==> config.mk <==
export PLATFORM = sky130hd
export DESIGN_NAME = pcie_tag_alloc_flat
export DESIGN_NICKNAME = d
export VERILOG_FILES = /design/src/rtl/pcie_tag_alloc_pkg.sv /design/src/rtl/pcie_tag_alloc_if.sv /design/src/rtl/pcie_tag_alloc_clz.sv /design/src/rtl/pcie_tag_alloc.sv /design/src/flat_wrapper.sv
export SDC_FILE = /design/constraint.sdc
export NUM_CORES = 1
export LEC_CHECK = 0
export CORE_ASPECT_RATIO = 0.6
export CORE_MARGIN = 5
export CORE_UTILIZATION = 66
export CTS_BUF_LIST = sky130_fd_sc_hd__clkbuf_4 sky130_fd_sc_hd__clkbuf_8
export DETAILED_ROUTE_END_ITERATION = 8
export PLACE_DENSITY = 0.95
export REMOVE_ABC_BUFFERS = 1
export SLEW_MARGIN = 20
export SYNTH_ARGS = -nofsm -noshare
export SYNTH_HDL_FRONTEND = slang
export SYNTH_SLANG_ARGS = --single-unit
==> constraint.sdc <==
create_clock -name clk -period 10 [get_ports clk]
set_input_delay 3 -clock clk [delete_from_list [all_inputs] [get_ports clk]]
set_output_delay 3 -clock clk [all_outputs]
set_load 0.1 [all_outputs]
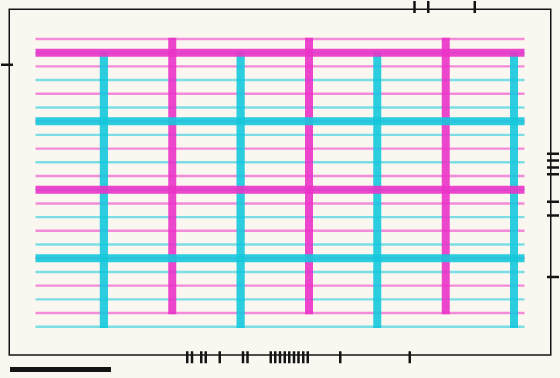
Figure 1: run 1, PDN straps and rails.
Bar = 20 microns. Pins as bars on the die edge.
Key: VDD = magenta; VSS = cyan
4 straps on met5. 22 met1 rails follow the rows.
die height: 68.3 microns
DIE WIDTH: 107 microns
Core Area: 0.00554 sq mm
maximum vdd drop: 65.5 uV

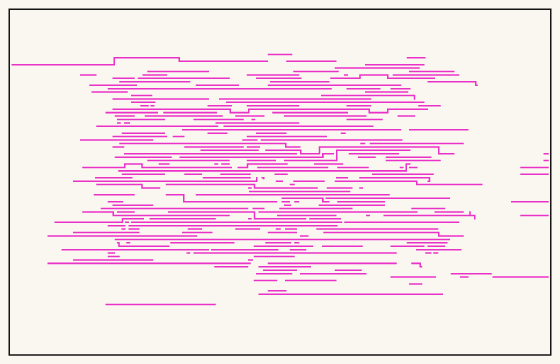
Figure 2: run 1, the metal 3 layer.
The wires run mostly horizontal. 124 nets have wire on it. The layer holds 19% of the routed length.
final WL: 13,500 microns
Global Route met3 Usage: 16.2%
Vias: 4,146

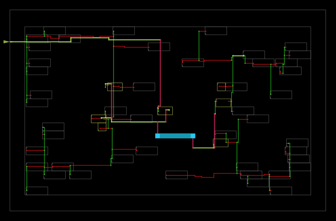
Figure 3: run 1, the clock network.
CTS Buf Count: 5
flip-flops: 46
Clock buffer cells: 7

==> impl_metrics.py, run 1 <==
# Auto-generated metrics
metrics = {
    "run_status": {
        "outcome": "finished clean",
    },
    "critical_path": {
        "required_ns": 10.22,
        "ff2ff_setup_slack_ns": 5.78,
        "crit_cells": 16,
        "worst_ep_arrival_time_ns": 8.13,
        "crit_chain": "clkdlybuf4s50_1 -> mux4_1 -> mux4_1 -> mux2i_1 -> and2_1 -> ha_1 -> ha_1 -> a21o_1 -> a21oi_1 -> o21bai_1 -> a21oi_1 -> xor2_1 -> or3_1 -> nand2_1 -> ha_1 -> a211oi_1",
        "critPathKind": "in2reg",
    },
    "grt": {
        "antenna_found_initial": 1,
        "grt_max_degree": 28,
    },
    "sta": {
        "rsz0062_at_grt": "no",
        "setup_ws_ns": 2.09,
        "final-setup-viol-count": 0,
        "slew_violations": 0,
        "max_slew_margin_pct": 27.5,
        "finClkSkew_ns": 0.00485,
        "period_needed_ns": 7.91,
    },
    "clock_network": {
        "root_buffer": "clkbuf_8",
        "clk_pin_slew_ns": 0.08,
        "clk_latency_ns": 0.30,
        "cts_tree": "built",
    },
    "finish": {
        "area_delta_synth_final_pct": 9.70,
        "clkCellAreaFrac_pct": 2.04,
        "instances_no_fill": 544,
    },
    "floorplan": {
        "nWellTaps": 80,
        "die-area_sq_mm": 0.00732,
    },
    "min_path": {
        "hp-class": "reg2reg",
    },
    "synthesis": {
        "flop_cell": "dfxtp_1",
        "ys_area_sq_mm": 0.00374,
        "netlist_area_sq_mm": 0.00374,
        "syn_avg_cell_area_sq_um": 8.29,
        "ys_seq_share_pct": 24.6,
    },
    "placed_design": {
        "portBuffers": 28,
        "post-place-ws_ns": 1.87,
    },
    "detailed_routing": {
        "drt_pass1_iterations": 7,
        "drtIter0Drc": 828,
    },
    "flow_run": {
        "warnings": 25,
    },
}
## run 1: per-layer routing
layer | vias to the layer above | wire [microns] | global-route usage (%)
li1 | 1769 | - | -
met1 | 1894 | 5390 | 54.1
met2 | 405 | 5060 | 54.8
met3 | 74 | 2590 | 16.2
met4 | 4 | 435 | 8.77
met5 | - | 23 | 0
## run 1: stage by stage
| step | hold slack (ns) | area (sq um) |
|---|---|---|
| 4_1_cts | 0.506 | 4100 |
| 2_1_floorplan | 0.450 | 3610 |
| 6_report | 0.503 | 4100 |
| 3_5_place_dp | 0.488 | 4020 |
| 5_1_grt | 0.508 | 4100 |
| 3_3_place_gp | 0.451 | 4020 |
## run 1: logic make-up (layout without fill, tap and decap cells)
group	count (synthesis)	after routing	synth area share, %
simple gates	186	186	27.1
buf+inv	41	54	5.02
compound gates	130	130	25.4
flops	46	46	24.6
fa+ha+maj	11	11	3.88
mux	32	32	12.7
xor+xnor	5	5	1.17
## run 1: power by group
group | switching [W] | total, W | leakage [nW] | internal [W]
combinational | 0.0000593 | 0.0000834 | 1.04 | 0.0000241
clock | 0.0000626 | 0.000116 | 0.0452 | 0.0000537
sequential | 0.00000964 | 0.000196 | 0.375 | 0.000186
## run 1: layout by cell type, fill, tap and decap left out, drive strengths merged, types with 12 or more instances in the layout
master,instances
nor2,52
dfxtp,46
nand2,34
clkdlybuf4s50,28
a21oi,18
o21ai,17
mux2i,15
inv,15
nand3,14
o31ai,13
nor3,12
## run 1: synthesized netlist by cell type (11+ instances only)
cell      instances  area share [%]
a21oi_1          18             2.4
clkbuf_1         11             1.1
nor2_1           51             5.1
nand2_1          34             3.4
inv_1            15             1.5
o21ai_0          17             2.3
nand3_1          14             1.9
o31a_1           11             2.6
dfxtp_1          46              25
mux2i_1          15             4.0
o31ai_1          13             2.6
nor3_1           11             1.5
Figure 4. The metal 2 layer (run 1).
Bar = 20 microns.
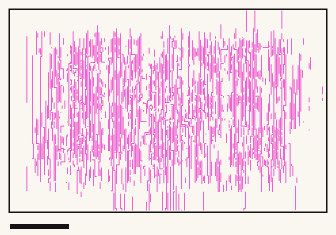

==> run 2: changes to the inputs <==
- CORE_UTILIZATION: 66 -> 61
- PLACE_DENSITY: 0.95 -> 0.91
- clock period: 10 -> 8.2 ns (I/O delays scaled with it)
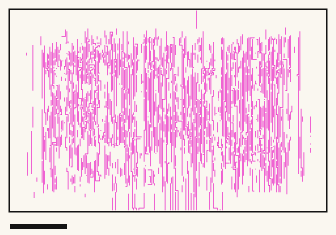
Figure 5: run 2, the metal 2 layer.
Bar = 20 microns.
The wires run mostly vertical. 426 nets have wire on it. The longest straight run is 38.9 microns. The layer carries 5,490 microns of wire.
Vias: 4,238
met2 Use GR: 49.0%
final WL: 13,900 microns

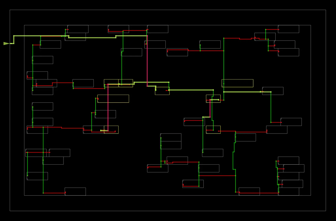
Figure 6: run 2, the clock network.
Late-Pin Clk Latency: 0.31 ns
CTS sink cnt: 46
Clk. pwr: 0.000217 W

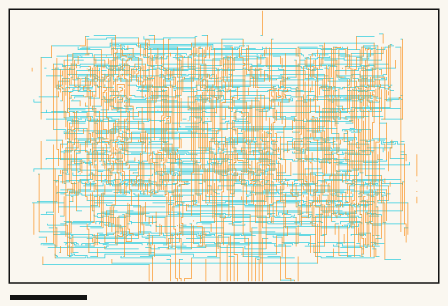
Figure 7: run 2, metal layers overlaid.
Bar = 20 microns. Only two layers are drawn.
Key: metal 2 = orange [wire length 5,490 microns]; metal 1 = cyan [wire length 5,570 microns]
Total GRT Usage: 35.0%
wire length per cell: 25.3 microns

==> impl_metrics.py, run 2 <==
# Auto-generated metrics
metrics = {
    "floorplan": {
        "fp.dieH_microns": 70.7,
    },
    "clock_network": {
        "root_buffer": "clkbuf_8",
        "clk_pin_slew_ns": 0.10,
        "cts_buffers": 5,
        "cts_tree": "built",
    },
    "detailed_routing": {
        "drtIter0Drc": 765,
    },
    "synthesis": {
        "syn_avg_cell_area_sq_um": 8.29,
        "netlist_area_sq_mm": 0.00374,
        "flop_cell": "dfxtp_1",
        "top_area_cell": "dfxtp_1",
        "top_area_share_pct": 24.6,
        "yosysMostFrequentCell": "nor2_1",
    },
    "critical_path": {
        "required_ns": 8.42,
    },
    "finish": {
        "layout_top_cells": "nor2_1, dfxtp_1, nand2_1",
        "fin_area_sq_mm": 0.00417,
        "layout_top_cell": "nor2_1",
    },
    "run_status": {
        "outcome": "finished clean",
    },
    "sta": {
        "max_slew_margin_pct": 34.8,
    },
    "power": {
        "vdd_drop_max_uv": 85.0,
    },
    "flow_run": {
        "warnings": 25,
    },
    "grt": {
        "antenna_found_initial": 0,
        "grt_max_degree": 34,
    },
}
## run 2: cell counts after synthesis
No cell type changed its count.
## run 2: routing by layer
layer  vias up  wire length [microns]  global-route usage, %
li1       1770                      -                      -
met3        81                   2420                   14.9
met4         0                    460                   9.58
met5         -                      0                      0
met1      1967                   5570                   49.5
met2       420                   5490                   49.0
## run 2: worst max-delay path: stages
cell and delay [ns]:
clkdlybuf4s50_1 1.08, mux4_1 0.72, mux4_2 0.50, mux2i_1 0.24, and2_1 0.17, ha_1 0.31
fa_1 0.47, mux2_2 0.28, ha_1 0.27, a21boi_0 0.12, o21a_1 0.17, o21a_1 0.16
o21ai_0 0.16, nand2b_1 0.07, a211oi_1 0.21
## run 2: cell type report
class / instances / area [sq um] / share of cell area (%)
tap: 84 / 105 / 2.52
timing repair buffer: 33 / 318 / 7.61
sequential: 46 / 921 / 22.1
multi-input combinational: 364 / 2630 / 63.0
clock buffer: 6 / 82.6 / 1.98
clock inverter: 2 / 60.1 / 1.44
inverter: 15 / 56.3 / 1.35
## run 2: power breakdown
part	switching [W]	leakage, nW	internal [W]
logic	0.0000750	1.04	0.0000297
clock network	0.0000869	0.0714	0.000130
registers	0.0000116	0.375	0.000227
## run 2: logic make-up after synthesis
group	share of synthesized area, %
flip-flops	24.6
adder cells (fa/ha/maj)	3.88
buffers and inverters	5.02
XOR/XNOR	1.17
AND/OR/NAND/NOR	27.1
AND-OR/OR-AND	25.4
multiplexers	12.7
## run 2: through the flow
stage / hold slack, ns / worst slack, ns / cells
final: 0.520 / 1.01 / 550
after CTS: 0.504 / 1.07 / 550
after floorplan: 0.450 / 2.26 / 425
after global routing: 0.536 / 0.762 / 550
after detailed placement: 0.482 / 0.773 / 542
after global placement: 0.451 / 0.839 / 542
No activity file was given, so power comes from the tool's default toggle rates.
